$ cat src/rtl/const_seq_gen_pkg.sv
// rtl/const_seq_gen_pkg.sv - shared encodings and helpers for const_seq_gen
package const_seq_gen_pkg;

    localparam logic [1:0] MODE_ZERO  = 2'd0;
    localparam logic [1:0] MODE_CONST = 2'd1;
    localparam logic [1:0] MODE_RAMP  = 2'd2;

    localparam logic [1:0] FLD_MODE  = 2'd0;
    localparam logic [1:0] FLD_START = 2'd1;
    localparam logic [1:0] FLD_STEP  = 2'd2;
    localparam logic [1:0] FLD_LIMIT = 2'd3;

    // Decoded per-channel control; the reserved mode decodes like ZERO.
    typedef struct packed {
        logic load_start;
        logic ramp;
    } ch_ctl_t;

    function automatic ch_ctl_t decode_mode(input logic [1:0] mode);
        ch_ctl_t ctl;
        ctl.load_start = (mode == MODE_CONST) || (mode == MODE_RAMP);
        ctl.ramp       = (mode == MODE_RAMP);
        return ctl;
    endfunction

endpackage

$ cat src/rtl/const_seq_gen_ch.sv
// rtl/const_seq_gen_ch.sv - one channel: config shadow, active config, out/wrap registers (CONST_SEQ_GEN_LIMIT_EN)
module const_seq_gen_ch
    import const_seq_gen_pkg::*;
#(
    parameter int WIDTH = 32
) (
    input  logic             clk,
    input  logic             resetn,
    input  logic             init,
    input  logic             advance,
    input  logic             we,
    input  logic [1:0]       field,
    input  logic [WIDTH-1:0] wdata,
    output logic [WIDTH-1:0] out,
    output logic             wrap
);

    logic [1:0]       cfg_mode;
    logic [WIDTH-1:0] cfg_start;
    logic [WIDTH-1:0] cfg_step;
    logic             act_ramp;
    logic [WIDTH-1:0] act_step;
    logic [WIDTH:0]   sum;
    logic [WIDTH-1:0] nxt_out;
    logic             nxt_wrap;
    ch_ctl_t          cfg_ctl;

`ifdef CONST_SEQ_GEN_LIMIT_EN
    logic [WIDTH-1:0] cfg_limit;
    logic [WIDTH-1:0] act_limit;
    logic [WIDTH-1:0] act_start;
`endif

    assign cfg_ctl = decode_mode(cfg_mode);
    assign sum     = {1'b0, out} + {1'b0, act_step};

    always_comb begin
        nxt_out  = out;
        nxt_wrap = 1'b0;
        if (init) begin
            nxt_out = cfg_ctl.load_start ? cfg_start : '0;
        end else if (advance && act_ramp) begin
`ifdef CONST_SEQ_GEN_LIMIT_EN
            if (sum > {1'b0, act_limit}) begin
                nxt_out  = act_start;
                nxt_wrap = 1'b1;
            end else begin
                nxt_out  = sum[WIDTH-1:0];
            end
`else
            nxt_out  = sum[WIDTH-1:0];
            nxt_wrap = sum[WIDTH];
`endif
        end
    end

    // Writes land in the shadow set; only init copies them into the active set.
    always_ff @(posedge clk) begin
        if (!resetn) begin
            cfg_mode  <= MODE_ZERO;
            cfg_start <= '0;
            cfg_step  <= '0;
            act_ramp  <= 1'b0;
            act_step  <= '0;
            out       <= '0;
            wrap      <= 1'b0;
`ifdef CONST_SEQ_GEN_LIMIT_EN
            cfg_limit <= '0;
            act_limit <= '0;
            act_start <= '0;
`endif
        end else begin
            if (init) begin
                act_ramp  <= cfg_ctl.ramp;
                act_step  <= cfg_step;
`ifdef CONST_SEQ_GEN_LIMIT_EN
                act_limit <= cfg_limit;
                act_start <= cfg_start;
`endif
            end
            if (we) begin
                case (field)
                    FLD_MODE:  cfg_mode  <= wdata[1:0];
                    FLD_START: cfg_start <= wdata;
                    FLD_STEP:  cfg_step  <= wdata;
`ifdef CONST_SEQ_GEN_LIMIT_EN
                    FLD_LIMIT: cfg_limit <= wdata;
`endif
                    default: ;
                endcase
            end
            out  <= nxt_out;
            wrap <= nxt_wrap;
        end
    end

endmodule

$ cat src/rtl/const_seq_gen.sv
// rtl/const_seq_gen.sv - multi-channel constant/ramp source top (CONST_SEQ_GEN_LIMIT_EN)
module const_seq_gen
    import const_seq_gen_pkg::*;
#(
    parameter int WIDTH  = 32,
    parameter int NCH    = 4,
    parameter int ADDR_W = $clog2(NCH) + 2
) (
    input  logic                 const_seq_gen_clk,
    input  logic                 const_seq_gen_reset,
    input  logic                 const_seq_gen_init,
    input  logic                 const_seq_gen_in_disable,
    input  logic                 const_seq_gen_cfg_we,
    input  logic [ADDR_W-1:0]    const_seq_gen_cfg_addr,
    input  logic [WIDTH-1:0]     const_seq_gen_cfg_wdata,
    output logic [NCH*WIDTH-1:0] const_seq_gen_out,
    output logic                 const_seq_gen_out_valid,
    output logic [NCH-1:0]       const_seq_gen_wrap
);

    localparam int CW = (ADDR_W > 2) ? ADDR_W - 2 : 1;

    logic [CW-1:0] ch_idx;
    logic          advance;

    generate
        if (ADDR_W > 2) begin : g_idx
            assign ch_idx = const_seq_gen_cfg_addr[ADDR_W-1:2];
        end else begin : g_idx1
            assign ch_idx = '0;
        end
    endgenerate

    assign advance = const_seq_gen_out_valid && !const_seq_gen_init && !const_seq_gen_in_disable;

    always_ff @(posedge const_seq_gen_clk) begin
        if (!const_seq_gen_reset) begin
            const_seq_gen_out_valid <= 1'b0;
        end else if (const_seq_gen_init) begin
            const_seq_gen_out_valid <= 1'b1;
        end
    end

    // Indices at or above NCH match no channel, so those writes vanish.
    generate
        for (genvar c = 0; c < NCH; c++) begin : g_ch
            logic we_c;
            assign we_c = const_seq_gen_cfg_we && (ch_idx == CW'(c));

            const_seq_gen_ch #(.WIDTH(WIDTH)) u_ch (
                .clk     (const_seq_gen_clk),
                .resetn  (const_seq_gen_reset),
                .init    (const_seq_gen_init),
                .advance (advance),
                .we      (we_c),
                .field   (const_seq_gen_cfg_addr[1:0]),
                .wdata   (const_seq_gen_cfg_wdata),
                .out     (const_seq_gen_out[c*WIDTH +: WIDTH]),
                .wrap    (const_seq_gen_wrap[c])
            );
        end
    endgenerate

endmodule

$ cat config.mk
export PLATFORM = sky130hd
export DESIGN_NAME = const_seq_gen
export DESIGN_NICKNAME = d
export VERILOG_FILES = /design/src/rtl/const_seq_gen_pkg.sv /design/src/rtl/const_seq_gen_ch.sv /design/src/rtl/const_seq_gen.sv
export SDC_FILE = /design/constraint.sdc
export NUM_CORES = 1
export LEC_CHECK = 0
export ABC_AREA = 1
export CORE_ASPECT_RATIO = 0.6
export CORE_MARGIN = 2
export CORE_UTILIZATION = 40
export CTS_CLUSTER_SIZE = 10
export DETAILED_ROUTE_END_ITERATION = 7
export GPL_ROUTABILITY_DRIVEN = 0
export GPL_TIMING_DRIVEN = 0
export HOLD_SLACK_MARGIN = 0.03
export PLACE_DENSITY = 0.66
export SETUP_SLACK_MARGIN = 0.4
export SKIP_CTS_REPAIR_TIMING = 1
export SYNTH_ARGS = -nofsm -noshare
export SYNTH_HDL_FRONTEND = slang
export SYNTH_SLANG_ARGS = --single-unit
$ cat constraint.sdc
create_clock -name const_seq_gen_clk -period 3.1 [get_ports const_seq_gen_clk]
set_input_delay 0.465 -clock const_seq_gen_clk [delete_from_list [all_inputs] [get_ports const_seq_gen_clk]]
set_output_delay 0.465 -clock const_seq_gen_clk [all_outputs]
set_load 0.02 [all_outputs]
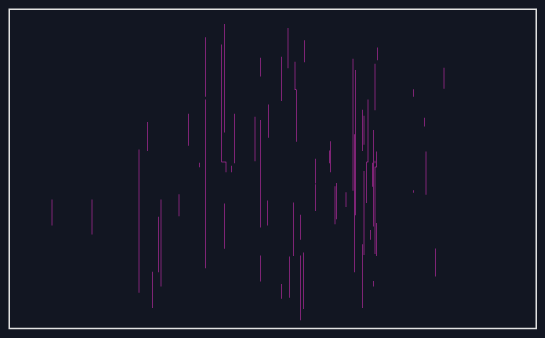
Run 1: signal wires on met4
Drawn at 1.5 px/um.
main direction	vertical
share of all routed wire	1.9%

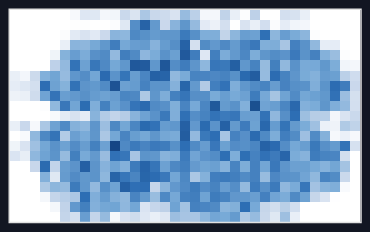
Run 1: cell density map
Drawn at 1 px/um. The die is cut into 35 by 21 equal tiles; white is low, dark blue is high, 0 to 100% covered.
fullest tile	91%
tiles over 75% full	5.9%
emptiest ninth of the die	top left
nearly empty tiles	15%
mean over tiles	43%
fraction of the core area covered by cells at the end of the flow: 46.3%
core area: 71500 um^2
initial cell density of the core: 40.3%

==> PnR_summary.wiki, run 1 <==
== Metrics ==
{| class="wikitable"
! Metric !! Value
|-
| Result of the run || complete, no violations
|-
| Worst setup path start || g_ch[2].u_ch.out[0]
|-
| OpenROAD warnings || 26
|-
| Number of antenna violations at the first check in global routing || 4
|-
| Tally of non-filler cells in the final layout || 5672
|-
| Inverter count of the layout excluding clock inverters || 497
|-
| Max Transition Viols Final || 0
|-
| Total grt overflow || 0
|-
| Synth warn || 0
|-
| Largest fanout on the critical path || 5
|-
| Multi-input gate share of the layout cell area || 46.0%
|-
| Number of DRC markers after the initial detailed-route iteration || 3942
|-
| Total number of nets in the final design || 4863
|-
| Via count of the first global-routing pass || 26800
|-
| Setup repair after global routing missed its margin || false
|-
| CTS tree || built
|-
| Met3 capacity usage during global routing || 6.22%
|-
| Switching power total || 4.84 mW
|-
| Main power group || sequential cells
|-
| Max Freq || 395 MHz
|-
| Net count after synthesis || 4660
|-
| Sum of negative setup slack || 0 ps
|-
| Hold path start || const_seq_gen_cfg_wdata[31]
|-
| Registers || 529
|-
| Count of flip-flops with a built-in enable after synthesis || 0
|-
| Sequential cell area in the final layout || 10600 um^2
|-
| Top logic cells by instance count in the layout || nor2_1, nand2_1, o21ai_0, dfxtp_1, inv_1
|-
| Flop-to-flop setup slack || 570 ps
|-
| Largest contributor to cell area by class || multi-input combinational cells
|-
| Clock network area share || 5.04%
|-
| Residual antenna-violating net count after detailed routing || 0
|-
| Buffers added on ports || 141
|-
| Distinct cell type count after synthesis || 38
|-
| Sink Count || 529
|-
| Leading cell types by count after synthesis || nor2_1, nand2_1, o21ai_0, dfxtp_1, inv_1
|-
| Largest cells by area after synthesis || dfxtp_1, nor2_1, nand2_1
|-
| Fraction of synthesized cell area taken by the top area cell type || 36.8%
|-
| Post-Synthesis Mean Instance Area || 6.42 um^2
|-
| Critical path class || register to register
|-
| Placed Instances || 5599
|-
| Number of setup violations in the final report || 0
|-
| Num CTS Buffers || 60
|-
| Chip Area, Yosys || 28800 um^2
|-
| Gate count of the mapped netlist || 4483
|-
| Signal buffers share of area || 7.58%
|-
| Clock transition at the registers of the reported paths || 60 ps
|-
| GR met2 Demand/Resource || 39.1%
|-
| Multiplexer fraction of the synthesized cell area || 0%
|-
| Met2 Wirelength || 41.6 mm
|-
| Total standard cell area after synthesis || 28800 um^2
|-
| Comb. pwr || 2.43 mW
|-
| Wire per inst || 19.4 um
|-
| Depth of the worst register-to-register path || 11
|-
| First-pass GRT wire length || 164 mm
|-
| Endpoint class of the critical path || register
|-
| Power dissipated in sequential cells || 7.35 mW
|-
| Chip area || 74200 um^2
|-
| Kind of start point of the critical path || register
|-
| Switching power share of the total || 29.6%
|-
| Post-synthesis sequential element count || 529
|-
| H-tree depth reported by CTS || 2
|-
| Hold path cells || 3
|-
| Combinational family with the most area after synthesis || simple AND/OR/NAND/NOR gates
|-
| Least-Margin Pin Slew || 1040 ps
|-
| Reg2reg start || g_ch[2].u_ch.out[0]
|-
| Synth Area in Compound Gates || 17.4%
|-
| Adder-cell area share of the yosys netlist || 6.02%
|-
| Most frequently used flop master after synthesis || dfxtp_1
|-
| Metal-1 WL || 52.9 mm
|-
| Post-detailed-route DRC marker count || 0
|-
| Most heavily used metal layer in global routing || met1
|-
| Fraction of the yosys area taken by sequential cells || 36.8%
|-
| Fillcell total || 7417
|-
| Ratio of routed vias to standard cells || 5.36
|-
| Post-synthesis simple-gate area fraction || 29.3%
|-
| Tapcells || 975
|-
| Dominant cell by count in the synthesized netlist || nor2_1
|-
| Number of iterations in the first detailed-routing pass || 6
|-
| Sum of met3 wire segment lengths after detailed routing || 13.5 mm
|-
| Required time of the critical path || 3700 ps
|-
| Clock buffer count || 63
|-
| Maximum number of pins on one net before global-route repair || 18
|-
| Clock Root Buffer || clkbuf_16
|-
| Most used logic cell in the final layout || nor2_1
|-
| HPWL after DPL || 83.0 mm
|-
| Post-synthesis async set-or-reset flop share || 0%
|-
| All-layer global routing usage || 29.0%
|-
| Share of layout cells above drive strength 1 || 5.07%
|-
| Endpoint of the lowest-slack register-to-register path || g_ch[2].u_ch.out[20]
|-
| Number of multi-input logic gates || 3234
|-
| Power Dens Cells || 494 nW/um^2
|-
| Antenna fix cells || 2
|-
| Comb area || 15200 um^2
|-
| Worst max-slew margin expressed relative to the limit || 30.6%
|-
| Endpoint arrival time on the critical path || 3130 ps
|-
| Synth-to-Final Area Change || 15.0%
|-
| Via Count || 30400
|-
| Area leader, netlist || dfxtp_1
|-
| Final wirelength || 110 mm
|-
| Class of the tightest hold or removal check || primary input to register
|-
| Cycle use final || 81.6%
|-
| Ys cells || 4483
|-
| Num rows || 76
|-
| Combinational share of power || 14.8%
|-
| Met1 global-route usage || 45.7%
|-
| Max Root-Sink Buffers || 3
|-
| Number of ordinary and repair buffers in the finished layout || 364
|-
| Synthesized-area fraction occupied by xor and xnor cells || 0.152%
|-
| Endpoint, Worst Hold || g_ch[0].u_ch.cfg_step[31]
|}
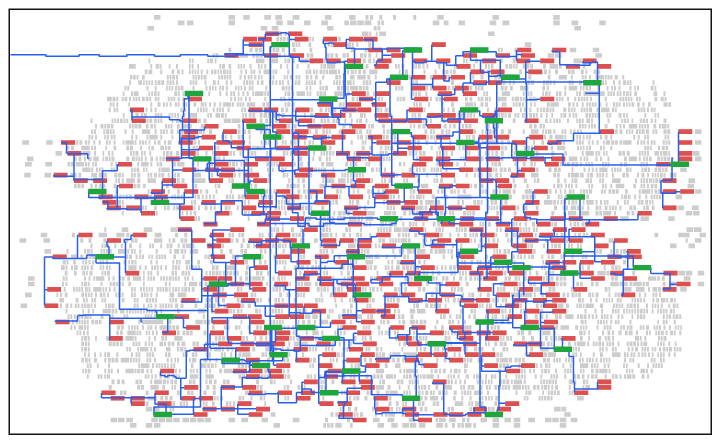
Run 1: clock network drawn from the DEF
Drawn at 2 px/um.
[green] cells driving clock nets | count: 60
[blue] clock wires | length: 7290 um
[red] flip-flops | count: 529
routed clock nets	61
clock network fraction of total power: 40.1%
insertion delay to the later sink of the worst-skew pair: 670 ps
Clk power: 6.56 mW
clock skew: 44.6 ps

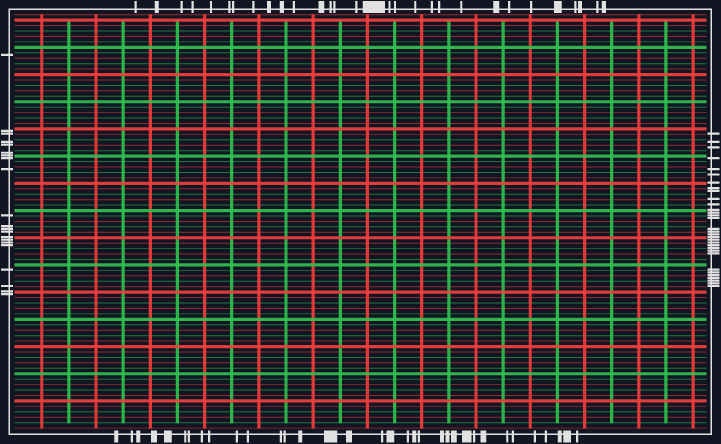
Run 1: PDN straps and rails
Drawn at 2 px/um. Pins as bars on the die edge.
color	net
green	VDD
red	VSS
met5 straps	15
met4 straps	25
met1 rails	77
rows	76
chip width: 350 um
VDD IR max: 0.446 mV

[run 1: critical path: stages (launching register included)]
cell and delay [ps]:
dfxtp_1 330, ha_1 300, fa_1 550, nand3_1 140, nand3_1 240, nand3_1 160
nand3_1 180, nand3_1 170, nand2_1 70, nand2_1 50, nand3_1 110, a21oi_1 160
[run 1: through the flow]
| stage | hold slack (ps) | power [mW] | util (%) | cell area, um^2 | setup slack [ps] |
|---|---|---|---|---|---|
| CTS | 166 | 16.3 | 46.3 | 33100 | 625 |
| detailed placement | 448 | 9.83 | 43.9 | 31400 | 570 |
| global route | 214 | 16.8 | 46.3 | 33100 | 410 |
| floorplan | 427 | 8.85 | - | 28800 | 1090 |
| finish | 195 | 16.3 | 46.3 | 33100 | 569 |
| global placement | 444 | 9.81 | 43.9 | 31400 | 541 |
==> run 2: changes to the inputs <==
Clock period 3.1 ns to 2.4 ns, I/O delays scaled along.
==> run 2 against run 1 <==
  * Highest routed layer is now met4
  * Clock skew shrank 18 ps
  * Synthesized area is the same
  * Cell area grew 5.8%
  * Register-to-register slack lost 280 ps
  * Power grew 29%
==> PnR_summary.wiki, run 2 <==
== Metrics ==
{| class="wikitable"
! Metric !! Value
|-
| Total grt overflow || 0
|-
| Main power group || sequential cells
|-
| Post-synthesis sequential element count || 529
|-
| Least-Margin Pin Slew || 928 ps
|-
| GR met2 Demand/Resource || 38.8%
|-
| Total number of nets in the final design || 4872
|-
| Chip width || 350 um
|-
| Setup repair after global routing missed its margin || true
|-
| OpenROAD warnings || 27
|-
| Cycle use final || 88.0%
|-
| Total standard cell area after synthesis || 28800 um^2
|-
| Endpoint, Worst Hold || g_ch[0].u_ch.cfg_step[31]
|-
| Max Transition Viols Final || 0
|-
| Largest contributor to cell area by class || multi-input combinational cells
|-
| Initial cell density of the core || 40.3%
|-
| First-pass GRT wire length || 163 mm
|-
| Portion of total power attributed to sequential cells || 45.2%
|-
| Largest cells by area after synthesis || dfxtp_1, nor2_1, nand2_1
|-
| Hold path cells || 3
|-
| Dominant cell by count in the synthesized netlist || nor2_1
|-
| Hold WS || 128 ps
|-
| Sum of met3 wire segment lengths after detailed routing || 13.2 mm
|-
| Count of flip-flops with a built-in enable after synthesis || 0
|-
| H-tree depth reported by CTS || 2
|-
| Result of the run || complete, no violations
|-
| Internal cell power || 14.9 mW
|-
| CTS tree || built
|-
| Endpoint of the lowest-slack register-to-register path || g_ch[1].u_ch.out[16]
|-
| Number of ordinary and repair buffers in the finished layout || 373
|-
| Registers || 529
|-
| End point of the critical path || g_ch[1].u_ch.out[16]
|-
| Final wirelength || 110 mm
|-
| Via count of the first global-routing pass || 26600
|-
| Gate count of the mapped netlist || 4483
|-
| Area leader, netlist || dfxtp_1
|-
| Placed Instances || 5599
|-
| Switching power total || 6.28 mW
|-
| Number of iterations in the first detailed-routing pass || 8
|-
| Metal-1 WL || 52.5 mm
|-
| Most used logic cell in the final layout || nor2_1
|-
| Chip Area, Yosys || 28800 um^2
|-
| Post-Synthesis Mean Instance Area || 6.42 um^2
|-
| Share of layout cells above drive strength 1 || 11.6%
|-
| Combinational share of power || 15.7%
|-
| Sum of internal, switching and leakage power || 21.1 mW
|-
| Tapcells || 975
|-
| Sequential cell area in the final layout || 10700 um^2
|-
| Top logic cells by instance count in the layout || nor2_1, nand2_1, o21ai_0, inv_1, dfxtp_1
|-
| Clock period minus final worst setup slack || 2110 ps
|-
| Via Count || 30300
|-
| Multi-input gate share of the layout cell area || 47.8%
|-
| Num rows || 76
|-
| Worst setup path start || g_ch[1].u_ch.out[0]
|-
| Leading cell types by count after synthesis || nor2_1, nand2_1, o21ai_0, dfxtp_1, inv_1
|-
| Top Layer Used || met4
|-
| Chip area || 74200 um^2
|-
| Fraction of the yosys area taken by sequential cells || 36.8%
|-
| Flop-to-flop setup slack || 290 ps
|-
| Largest stage delay on the critical path || 430 ps
|-
| Fraction of synthesized cell area taken by the top area cell type || 36.8%
|-
| Most heavily used metal layer in global routing || met1
|-
| Place WS || -39.7 ps
|-
| Hold path start || const_seq_gen_cfg_wdata[31]
|-
| Fraction of the core area covered by cells at the end of the flow || 49.0%
|-
| Clock buffer count || 68
|-
| Distinct cell type count after synthesis || 38
|-
| Leakage component of the power || 18.4 nW
|-
| Met2 Wirelength || 42.4 mm
|-
| Core area || 71500 um^2
|-
| Clk power || 8.27 mW
|-
| Ratio of routed vias to standard cells || 5.33
|-
| Number of hold-slack violations in the final timing report || 0
|-
| Critical path class || register to register
|-
| Synth warn || 0
|-
| Net count after synthesis || 4660
|-
| Number of maximum-capacitance violations || 0
|-
| Worst max-slew margin expressed relative to the limit || 38.1%
|-
| Clock network fraction of total power || 39.1%
|-
| Required time of the critical path || 2920 ps
|-
| Ys cells || 4483
|-
| Cell chain of the critical path || ha_4 > fa_2 > nand3_1 > nand3_2 > nand2_1 > nand2_2 > nand2_1 > nand2_2 > or2_2 > nand2_1 > a21oi_1
|-
| Area of placed instances || 31400 um^2
|-
| Fillcell total || 7228
|-
| Max Root-Sink Buffers || 3
|-
| Depth of the worst register-to-register path || 11
|-
| Sink Count || 529
|-
| Proportion of cell area occupied by registers || 30.5%
|-
| Class of the tightest hold or removal check || primary input to register
|-
| HPWL after DPL || 82.3 mm
|-
| Residual antenna-violating net count after detailed routing || 0
|-
| Number of multi-input logic gates || 3234
|-
| Insertion delay to the later sink of the worst-skew pair || 650 ps
|-
| Antenna fix cells || 1
|-
| Comb area || 16700 um^2
|-
| Signal buffers share of area || 8.24%
|-
| Post-synthesis async set-or-reset flop share || 0%
|-
| Comb. pwr || 3.32 mW
|-
| Switching power share of the total || 29.7%
|-
| Least setup slack across all paths after layout || 288 ps
|-
| Power dissipated in sequential cells || 9.55 mW
|-
| Final instance area || 35000 um^2
|-
| Number of setup violations in the final report || 0
|-
| Tally of non-filler cells in the final layout || 5683
|-
| VDD IR max || 0.602 mV
|-
| Kind of start point of the critical path || register
|-
| Reg2reg start || g_ch[1].u_ch.out[0]
|-
| Power Dens Cells || 604 nW/um^2
|-
| Endpoint class of the critical path || register
|-
| Slowest cell on the critical path || fa_2
|-
| All-layer global routing usage || 28.9%
|-
| Synth-to-Final Area Change || 21.7%
|-
| Buffers added on ports || 141
|-
| Number of antenna violations at the first check in global routing || 2
|-
| Endpoint arrival time on the critical path || 2640 ps
|-
| Number of DRC markers after the initial detailed-route iteration || 3976
|-
| Vertical die size || 212 um
|-
| Clock network area share || 4.66%
|-
| Largest fanout on the critical path || 5
|-
| Top-level I/O count || 174
|-
| Num CTS Buffers || 60
|-
| Maximum number of pins on one net before global-route repair || 17
|-
| Clock transition at the registers of the reported paths || 60 ps
|-
| Clock skew || 26.9 ps
|-
| Most frequently used flop master after synthesis || dfxtp_1
|-
| Post-detailed-route DRC marker count || 0
|-
| Clock Root Buffer || clkbuf_16
|-
| Most used cell, CP || nand2_1
|-
| Sum of negative setup slack || 0 ps
|-
| Max Freq || 473 MHz
|-
| Inverter count of the layout excluding clock inverters || 497
|}
-- run 2: cell counts after synthesis --
Identical to the previous run, type by type.
-- run 2: cells by family (layout without fill, tap and decap cells) --
logic type | count (synthesis) | in the layout | share of synthesized area [%]
buffers and inverters | 720 | 944 | 10.3
other | 0 | 1 | 0
XOR/XNOR | 5 | 5 | 0.152
adder cells (fa/ha/maj) | 136 | 136 | 6.02
AND-OR/OR-AND | 986 | 986 | 17.4
flip-flops | 529 | 529 | 36.8
AND/OR/NAND/NOR | 2107 | 2107 | 29.3
-- run 2: critical path: cells and delay by family (launching register included) --
family | cells | cell delay (ps)
fa+ha+maj | 2 | 640
compound gates | 1 | 60
flops | 1 | 360
simple gates | 8 | 940
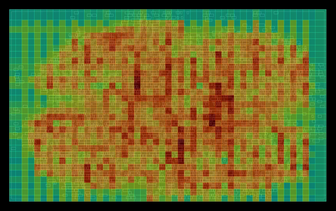
Run 2: routing congestion map
met1 global-route usage: 46.0%
wire per inst: 19.4 um
met3 capacity usage during global routing: 5.82%

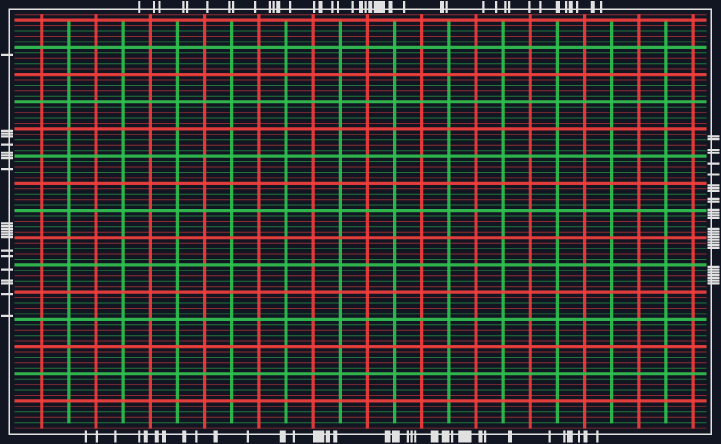
Run 2: PDN straps and rails
Drawn at 2 px/um. Pins as bars on the die edge.
color	net
green	VDD
red	VSS
rows	76
met4 straps	25
met1 rails	77
met5 straps	15

Power and IR drop assume default switching activity.
